`config.mk`:
```
export PLATFORM = sky130hd
export DESIGN_NAME = dec_rr_arb
export DESIGN_NICKNAME = d
export VERILOG_FILES = /design/src/rtl/dec_arb_pkg.sv /design/src/rtl/dec3to8_l.sv /design/src/rtl/dec_rr_arb.sv
export SDC_FILE = /design/constraint.sdc
export NUM_CORES = 1
export LEC_CHECK = 0
export ABC_AREA = 1
export CAP_MARGIN = 30
export CORE_ASPECT_RATIO = 1.1
export CORE_UTILIZATION = 45
export DETAILED_ROUTE_END_ITERATION = 6
export PLACE_DENSITY = 0.68
export REMOVE_ABC_BUFFERS = 1
export SYNTH_ARGS = -nofsm -noshare
export SYNTH_HDL_FRONTEND = slang
export SYNTH_SLANG_ARGS = --single-unit
```
`constraint.sdc`:
```
create_clock -name clk -period 2.7 [get_ports clk]
set_clock_uncertainty 0.2 [all_clocks]
set_input_delay 0.27 -clock clk [delete_from_list [all_inputs] [get_ports clk]]
set_output_delay 0.27 -clock clk [all_outputs]
set_load 0.01 [all_outputs]
```
`src/rtl/dec_arb_pkg.sv`:
```
`default_nettype none
// ============================================================================
// Module   : dec_arb_pkg
// Brief    : Shared types, constants and round-robin pick for dec_rr_arb.
//            GUARD state exists only when DEC_ARB_GUARD_EN is defined.
// Revision : 1.0 - initial release
// ============================================================================
package dec_arb_pkg;

  localparam int NUM_REQ      = 8;
  localparam int SEL_W        = 3;
  localparam int HOLD_W       = 4;
  localparam int DEF_MAX_HOLD = 4;

`ifdef DEC_ARB_GUARD_EN
  typedef enum logic [1:0] {
    ST_IDLE  = 2'd0,
    ST_GRANT = 2'd1,
    ST_GUARD = 2'd2
  } state_t;
`else
  typedef enum logic [1:0] {
    ST_IDLE  = 2'd0,
    ST_GRANT = 2'd1
  } state_t;
`endif

  // First set request scanning ptr, ptr+1, ... with 3-bit wrap.
  function automatic logic [SEL_W-1:0] rr_pick(input logic [NUM_REQ-1:0] req,
                                               input logic [SEL_W-1:0]   ptr);
    logic [SEL_W-1:0] idx;
    logic [SEL_W-1:0] cand;
    logic             found;
    idx   = '0;
    found = 1'b0;
    for (int i = 0; i < NUM_REQ; i++) begin
      cand = ptr + SEL_W'(i);
      if (!found && req[cand]) begin
        idx   = cand;
        found = 1'b1;
      end
    end
    return idx;
  endfunction

endpackage
`default_nettype wire

```
`src/rtl/dec3to8_l.sv`:
```
`default_nettype none
// ============================================================================
// Module   : dec3to8_l
// Brief    : 74x138-style 3-to-8 decoder with active-low outputs.
// Revision : 1.0 - initial release
// ============================================================================
module dec3to8_l
  import dec_arb_pkg::*;
(
  input  logic               g1,
  input  logic               g2a_l,
  input  logic               g2b_l,
  input  logic [SEL_W-1:0]   sel,
  output logic [NUM_REQ-1:0] cs_l
);

  logic w_en;

  assign w_en = g1 & ~g2a_l & ~g2b_l;
  assign cs_l = w_en ? ~(NUM_REQ'(1) << sel) : {NUM_REQ{1'b1}};

endmodule
`default_nettype wire

```
`src/rtl/dec_rr_arb.sv`:
```
`default_nettype none
// ============================================================================
// Module   : dec_rr_arb
// Brief    : Round-robin arbiter with hold limit driving a shared 3-to-8
//            decoder. Optional one-cycle GUARD via DEC_ARB_GUARD_EN.
// Revision : 1.0 - initial release
// ============================================================================
module dec_rr_arb
  import dec_arb_pkg::*;
#(
  parameter int MAX_HOLD = DEF_MAX_HOLD
) (
  input  logic               clk,
  input  logic               rst,
  input  logic [NUM_REQ-1:0] req,
  output logic [SEL_W-1:0]   sel,
  output logic               g1,
  output logic               g2a_l,
  output logic               g2b_l,
  output logic [NUM_REQ-1:0] cs_l,
  output logic               gnt_vld
);

  state_t            r_state;
  state_t            w_state_nxt;
  logic [SEL_W-1:0]  r_ptr;
  logic [SEL_W-1:0]  w_ptr_nxt;
  logic [SEL_W-1:0]  r_sel;
  logic [SEL_W-1:0]  w_sel_nxt;
  logic [HOLD_W-1:0] r_hold;
  logic [HOLD_W-1:0] w_hold_nxt;
  logic [SEL_W-1:0]  w_ptr_rel;
  logic              w_release;
  logic              w_grant;

  assign w_ptr_rel = r_sel + SEL_W'(1);
  assign w_release = ~req[r_sel] | (r_hold == HOLD_W'(MAX_HOLD));

  always_ff @(posedge clk) begin
    if (rst) begin
      r_state <= ST_IDLE;
      r_ptr   <= '0;
      r_sel   <= '0;
      r_hold  <= '0;
    end else begin
      r_state <= w_state_nxt;
      r_ptr   <= w_ptr_nxt;
      r_sel   <= w_sel_nxt;
      r_hold  <= w_hold_nxt;
    end
  end

  always_comb begin
    w_state_nxt = r_state;
    w_ptr_nxt   = r_ptr;
    w_sel_nxt   = r_sel;
    w_hold_nxt  = r_hold;
    case (r_state)
      ST_GRANT: begin
        if (w_release) begin
          w_ptr_nxt = w_ptr_rel;
`ifdef DEC_ARB_GUARD_EN
          w_state_nxt = ST_GUARD;
          w_hold_nxt  = '0;
`else
          // Back-to-back: re-arbitrate from the advanced pointer this cycle.
          if (|req) begin
            w_sel_nxt  = rr_pick(req, w_ptr_rel);
            w_hold_nxt = HOLD_W'(1);
          end else begin
            w_state_nxt = ST_IDLE;
            w_hold_nxt  = '0;
          end
`endif
        end else begin
          w_hold_nxt = r_hold + HOLD_W'(1);
        end
      end
      default: begin
        // IDLE and GUARD both arbitrate from the stored pointer.
        if (|req) begin
          w_state_nxt = ST_GRANT;
          w_sel_nxt   = rr_pick(req, r_ptr);
          w_hold_nxt  = HOLD_W'(1);
        end else begin
          w_state_nxt = ST_IDLE;
        end
      end
    endcase
  end

  assign w_grant = (r_state == ST_GRANT);
  assign g1      = w_grant;
  assign g2a_l   = ~w_grant;
  assign g2b_l   = ~w_grant;
  assign gnt_vld = w_grant;
  assign sel     = r_sel;

  dec3to8_l u_dec (
    .g1    (g1),
    .g2a_l (g2a_l),
    .g2b_l (g2b_l),
    .sel   (r_sel),
    .cs_l  (cs_l)
  );

endmodule
`default_nettype wire
```
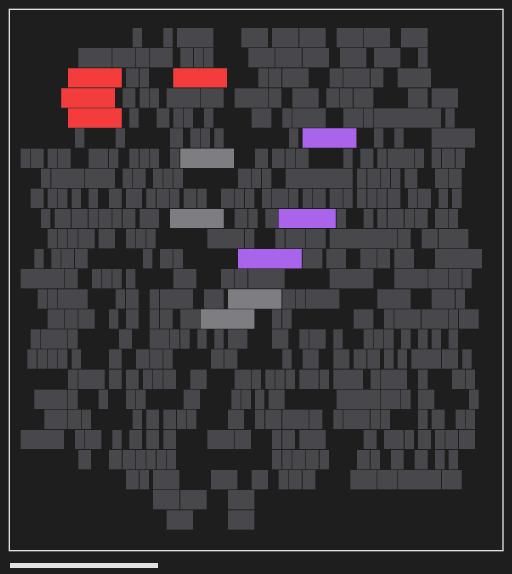
Fig. 1. Where the registers sit (run 1).
Scale bar: 20 um. Other sequential cells in the stronger grey, the rest of the logic in the fainter grey.
legend:
  `sel`:
    colour: purple
    sequential_cells: 3
  `r_hold`:
    colour: red
    sequential_cells: 4
    where: upper left
not coloured: 4

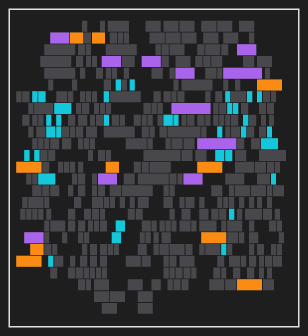
Fig. 2. Logic cells by family (run 1).
legend:
  XOR/XNOR gates:
    colour: orange
    cells: 10
    where: widely spread
  NOR gates:
    colour: cyan
    cells: 34
    most_used: nor2_1
  adder and majority cells:
    colour: purple
    cells: 11
    most_used: ha_1

==> impl.org, run 1 <==
* Implementation run

** Worst setup path
- The critical path is of the reg2reg type.
- Per the timing report, the most critical flop-to-flop path finishes at sel[1].
- Crit-path slowest cell :: sky130_fd_sc_hd__dfxtp_4
- The timing report gives the biggest stage delay along the critical path as 360 ps.
- The critical path ends at sel[1].
- Kind of end point of the critical path :: flip-flop

** Placement
- Setup slack on the worst path after placement came out at -23.5 ps.
- The final weighted congestion recorded by global placement is 0.860.
- Count of input and output buffers :: 24

** Logic synthesis
- Simple-gate portion of the synthesized area :: 55.7%
- Post-synth EDFFs :: 0
- Synth unique cells :: 35
- The synthesized netlist handed to floorplanning was reported with a cell count of 358.
- After synthesis, the largest family of logic cells by area is simple AND/OR/NAND/NOR gates.
- In this run, the synthesized area fraction spent on AND-OR/OR-AND gates is recorded as 9.50%.
- Top cell type by total area after synthesis :: sky130_fd_sc_hd__nand2_1

** Power and ir drop
- Part of the total power dissipated in combinational logic :: 87.0%
- The script extracted a total leakage power of 1.28 nW.
- Pwr Total :: 3.30 mW
- The share of total power dissipated in the clock network is 5.2%.
- Switching Power :: 1.92 mW

** Timing
- Slew at the pin closest to its max-slew limit :: 500 ps
- The end-of-flow timing check tallies setup violations at 0.
- The worst path uses 93.0% of the clock period.

** Status
- The flow ran to the end, and the final reports show no timing, DRC or antenna violations.

** Cells and area
- At the end of the flow the core is filled with cells to 58.7%.
- Layout Nets :: 417

** Global route
- The number of global-route vias before repair is 2029.
- The first global-routing pass estimated 9050 um of wire.
- Entering global routing, the biggest net connects 16 pins.
- The number of antenna violations at the first check in global routing was 0.

** Clock tree
- Total clock buffers created by CTS :: 3
- The clock tree has to reach 11 sinks.
- TritonCTS built the clock tree.

** Detailed routing
- Routed length per instance :: 12.4 um
- The DRC violation total left in the routed layout is recorded as 0.

** Min path
- The worst hold path belongs to the class reg2reg.

** Floorplanning
- The die is 73.1 um tall.
- I/O pin total :: 25
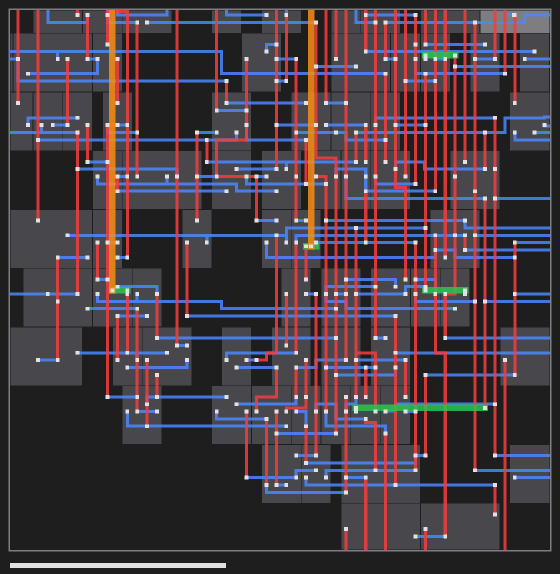
Fig. 3. Zoomed window (run 1).
Scale bar: 10 um. Region (4, 6) to (29, 31) um. Cells in grey, sequential cells in the stronger grey; small squares are vias.
legend:
  metal 3:
    colour: green
  metal 2:
    colour: red
  metal 4:
    colour: orange
  metal 1:
    colour: blue
most frequent: nand2_1 (24), nand3_1 (17), clkdlybuf4s50_1 (5)
sequential cells in the window: 0
cells with their middle in the window: 60

-- run 1: stage by stage --
| stage | instances | TNS, ps | cell area (um2) |
|---|---|---|---|
| after CTS | 448 | 0 | 2480 |
| after global placement | 444 | -30.5 | 2420 |
| final | 449 | 0 | 2550 |
| after floorplan | 347 | -731 | 1970 |
| after global routing | 449 | 0 | 2550 |
| after detailed placement | 444 | -29.6 | 2420 |
-- run 1: area by class of cell --
type / count / area (um2) / area share [%]
tap: 54 / 67.6 / 2.65
clock buffer: 4 / 45.0 / 1.76
sequential: 11 / 225 / 8.82
multi-input combinational: 295 / 1670 / 65.4
timing repair buffer: 44 / 390 / 15.3
inverter: 41 / 155 / 6.08
-- run 1: registers in the layout (all words and copies together), names as in the netlist --
signal   cells
r_ptr        3
r_hold       4
r_state      1
sel          3
--- run 2 (diff from run 1) ---
--- a/config.mk
+++ b/config.mk
@@ -12,6 +12,7 @@
 export DETAILED_ROUTE_END_ITERATION = 6
 export PLACE_DENSITY = 0.68
 export REMOVE_ABC_BUFFERS = 1
+export SETUP_SLACK_MARGIN = 0.05
 export SYNTH_ARGS = -nofsm -noshare
 export SYNTH_HDL_FRONTEND = slang
 export SYNTH_SLANG_ARGS = --single-unit
==> impl.org, run 2 <==
* Implementation run

** Timing
- The final count of negative-setup-slack endpoints is 0 (unchanged).
- The final clock period utilization by the worst path is 94.4% (+1.4 points).
- Slew at the pin closest to its max-slew limit :: 504 ps (+4.19 ps)
- The setup TNS after final layout is 0 ps (unchanged).

** Logic synthesis
- Per the synthesis report, the dominant area consumer among library cells is sky130_fd_sc_hd__nand2_1.
- Synth unique cells :: 35 (unchanged)

** Power and ir drop
- The power share of the combinational group is 87.6% (+0.6 points).
- The switching power came to 1.98 mW (+3.1%).
- Share of power burned in the clock network :: 5.0% (-0.2 points)
- The leakage component of the power came to 1.30 nW (+1.6%).
- The total power draw is 3.43 mW (+4.2%).

** Placement
- Count of input and output buffers :: 24 (unchanged)
- Worst slack, placed :: -23.5 ps (unchanged)
- Cell Count Post-Placement :: 444 (unchanged)
- The post-place instance area was 0.00242 mm2 (unchanged).

** Clock tree
- Clock tree from TritonCTS :: done
- Total clock buffers created by CTS :: 3 (unchanged)
- Looking at the post-CTS report, the setup buffer insertion count equals 0.
- CTS sink count :: 11 (unchanged)

** Cells and area
- Final std cells w/o fill :: 453 (+0.89%)
- Layout Nets :: 421 (+0.96%)
- Top register by number of flip-flops :: r_hold
- Utilization of the core after routing :: 60.5% (+1.8 points)

** Detailed routing
- After detailed routing, the wire length on met1 is 2590 um.
- Number of DRC violations after detailed routing :: 0 (unchanged)
- Routed length per instance :: 12.6 um (+1.2%)

** Global route
- The number of antenna violations at the first check in global routing was 0 (unchanged).
- The wire length of the first global-routing pass is 9050 um (unchanged).
- Via count of the first global-routing pass :: 2029 (unchanged)
- Pin count of the biggest net entering global routing :: 16 (unchanged)

** Worst setup path
- The worst setup path is captured at a flip-flop.
- OpenSTA lists the critical path endpoint as sel[1].
- Crit-path slowest cell :: sky130_fd_sc_hd__dfxtp_4
- Reg2Reg Capture Point :: sel[1]
- The critical path in this run is classified as reg2reg.

** Min path
- Worst hold-check path type :: reg2reg

** Floorplanning
- I/O pin total :: 25 (unchanged)

** Status
- Status :: complete, no violations
[run 2: netlist changes by cell type in the layout (fill, tap and decap cells not counted), sizes merged]
cell | before | now
buf | 20 | 24
[run 2: final cells by class]
type,count,area [um2]
Timing Repair Buffer,48,420
Tap cell,54,67.6
Inverter,41,158
Multi-Input combinational cell,295,1720
Sequential cell,11,225
Fill cell,423,1720
Clock buffer,4,45.0
[run 2: kinds of logic after synthesis]
logic type | Yosys count | share of synthesized area (%)
XOR/XNOR | 10 | 4.96
flip-flops | 11 | 10.6
AND-OR/OR-AND | 36 | 9.50
adder cells (fa/ha/maj) | 11 | 6.65
multiplexers | 1 | 0.484
AND/OR/NAND/NOR | 237 | 55.7
buffers and inverters | 52 | 12.0
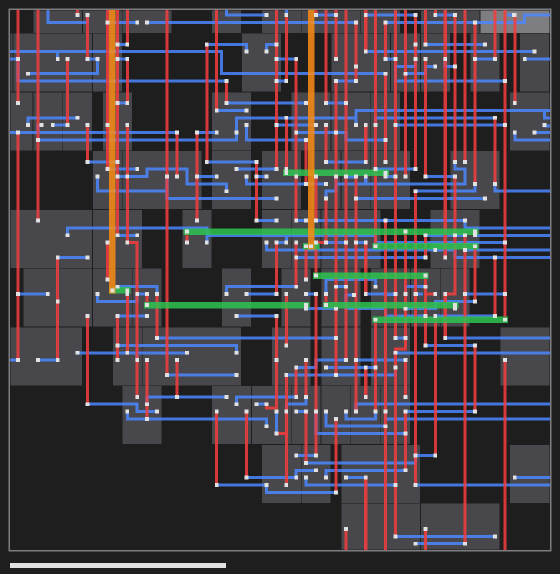
Fig. 4. Zoomed window (run 2).
Scale bar: 10 um. Region (4, 6) to (29, 31) um. Cells in grey, sequential cells in the stronger grey; small squares are vias.
legend:
  metal 4:
    colour: orange
  metal 2:
    colour: red
  metal 1:
    colour: blue
  metal 3:
    colour: green
most frequent: nand2_1 (23), nand3_1 (17), clkdlybuf4s50_1 (5)
cells with their middle in the window: 61
sequential cells in the window: 0

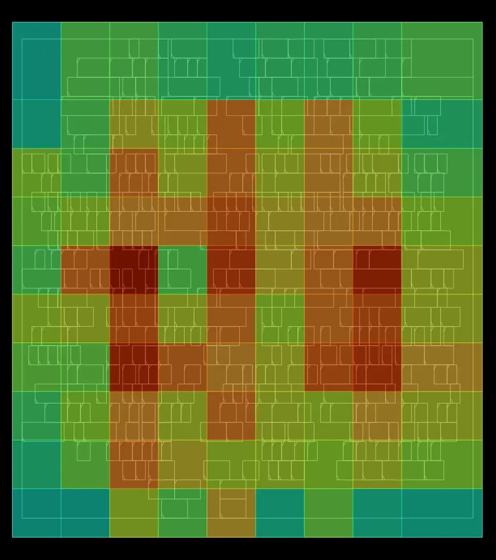
Fig. 5. Track usage over the die (run 2).
met1 track utilization from global routing: 29.6%
layer carrying the most global-route usage: met2
met3 Use GR: 1.09%

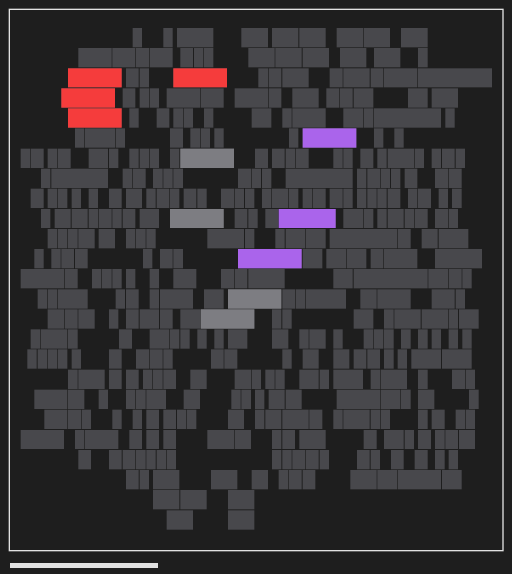
Fig. 6. Where the registers sit (run 2).
Scale bar: 20 um. Other sequential cells in the stronger grey, the rest of the logic in the fainter grey.
legend:
  `r_hold`:
    colour: red
    sequential_cells: 4
    where: upper left
  `sel`:
    colour: purple
    sequential_cells: 3
not coloured: 4

--- run 3 (diff from run 2) ---
--- a/config.mk
+++ b/config.mk
@@ -10,7 +10,7 @@
 export CORE_ASPECT_RATIO = 1.1
 export CORE_UTILIZATION = 45
 export DETAILED_ROUTE_END_ITERATION = 6
-export PLACE_DENSITY = 0.68
+export PLACE_DENSITY = 0.77
 export REMOVE_ABC_BUFFERS = 1
 export SETUP_SLACK_MARGIN = 0.05
 export SYNTH_ARGS = -nofsm -noshare
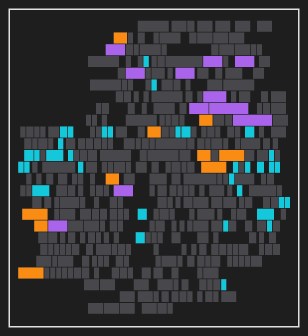
Fig. 7. Logic cells by family (run 3).
legend:
  XOR/XNOR gates:
    colour: orange
    cells: 10
    most_used: xor2_1
  adder and majority cells:
    colour: purple
    cells: 11
    most_used: ha_1
  NOR gates:
    colour: cyan
    cells: 34
    most_used: nor2_1

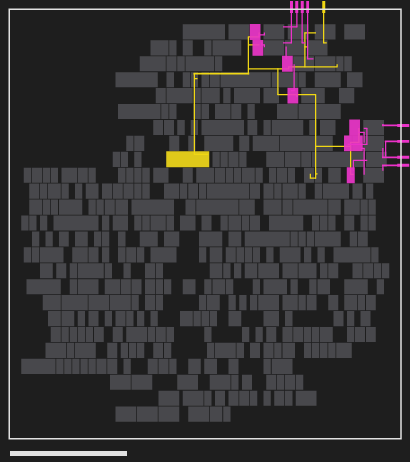
Fig. 8. Wires at chosen ports, followed through buffers (run 3).
Scale bar: 20 um.
legend:
  `cs_l`:
    colour: magenta
    bits: 8
    direction: output
    edge: 4 right, 4 top
    end_cells: 8
    buffers: 8
    wire: 68.9 um
  `gnt_vld`:
    colour: yellow
    bits: 1
    direction: output
    edge: top
    end_cells: 1
    buffers: 1
    wire: 109 um

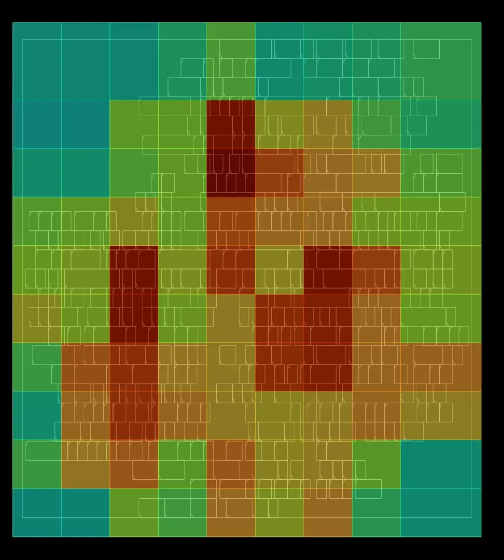
Fig. 9. Track usage over the die (run 3).
routed length per instance: 12.7 um
overall routing resource usage: 24.2%
utilization of the core after routing: 59.1%
met2 layer usage reported by global route: 46.9%

==> impl.org, run 3 <==
* Implementation run

** Cells and area
- Buffers, non-clock :: 44 (-8.3%)
- Layout Nets :: 417 (-0.95%)
- The buffer share of cell area is 15.3% (-0.64 points).
- Share of final layout cell area taken by clock buffers and inverters :: 1.75% (+0.041 points)
- The logic area came to 0.00168 mm2 (-1.9%).
- Multi-input comb cells :: 295 (unchanged)
- Top register by number of flip-flops :: r_hold
- The sequential cell area is 225 um2 (unchanged).
- The layout inverter count without the clock tree was 41 (unchanged).
- Total of clock buffers placed in the layout :: 4 (unchanged)
- Share of the final layout cell area in sequential cells :: 8.76% (+0.20 points)
- Share of cell area taken by multi-input logic gates :: 65.5% (+0.29 points)
- The largest cell class by area is combinational gates.

** Placement
- The post-placement worst setup slack was -63.9 ps (-40.4 ps).
- Cell area after placement :: 0.00241 mm2 (-0.62%)
- Cell Count Post-Placement :: 442 (-0.45%)

** Clock tree
- CTS sink count :: 11 (unchanged)
- Total clock buffers created by CTS :: 3 (unchanged)

** Floorplanning
- I/O pin total :: 25 (unchanged)
- The total number of tap cells was 54 (unchanged).

** Power and ir drop
- Switching Power :: 1.97 mW (-0.38%)
- P_leak :: 1.27 nW (-2.0%)
- Share of power burned in the clock network :: 5.0% (about the same)
- Part of the total power dissipated in combinational logic :: 87.4% (-0.2 points)
- The total power draw came to 3.37 mW (-2.0%).

** Global route
- Met3 Use GR :: 0.938% (-0.16 points)
- The number of antenna violations at the first check in global routing came to 0 (unchanged).
- First-pass GRT wire length :: 9440 um (+4.3%)
- The pin count of the biggest net entering global routing is 16 (unchanged).
- Via count of the first global-routing pass :: 2220 (+9.4%)
- The routing usage on met1 was 28.9% (-0.66 points).

** Timing
- Number of failing setup endpoints in the final timing report :: 0 (unchanged)
- The final clock period utilization by the worst path was 93.7% (-0.78 points).
- Final TNS setup :: 0 ps (unchanged)

** Status
- The flow ran to the end, and the final reports show no timing, DRC or antenna violations.

** Worst setup path
- Crit-path slowest cell :: sky130_fd_sc_hd__dfxtp_4
- Setup Crit Path Kind :: reg2reg

** Logic synthesis
- The arithmetic-cell share of the synthesized area counting full adders, half adders and majority gates was 6.65% (unchanged).
- sky130_fd_sc_hd__nand2_1 takes more of the synthesized area than any other cell.
- XORs/XNORs by Area :: 4.96% (unchanged)
- Synth unique cells :: 35 (unchanged)
- Main logic family after synthesis :: simple AND/OR/NAND/NOR gates
- Simple-gate portion of the synthesized area :: 55.7% (unchanged)

** Detailed routing
- Routed length on met1 :: 2500 um (-3.4%)

** Min path
- Worst hold-check path type :: reg2reg
==> run 3: cell types whose count changed in the layout (fill, tap and decap cells not counted), moves of 2 or more <==
cell / delta
sky130_fd_sc_hd__buf_4: -5
sky130_fd_sc_hd__inv_2: +2
sky130_fd_sc_hd__nand2_2: +2
sky130_fd_sc_hd__nand3_1: -4
sky130_fd_sc_hd__nand3_2: +4
==> run 3: final timing paths <==
path	end	slack [ps]	depth (start not counted)
max reg2reg	sel[0]	170	16
min reg2reg	r_hold[3]	280	2
max	sel[0]	170	16
min	r_hold[3]	280	2
==> run 3: repair_timing <==
item / 4_1_cts / 5_1_grt
resized: 5 / 19
hold buffers: 0 / 0
endpoints found under the setup margin: 3 / 3
buffers inserted: 0 / 3
pin swaps: 0 / 5
No activity file was given, so power comes from the tool's default toggle rates.
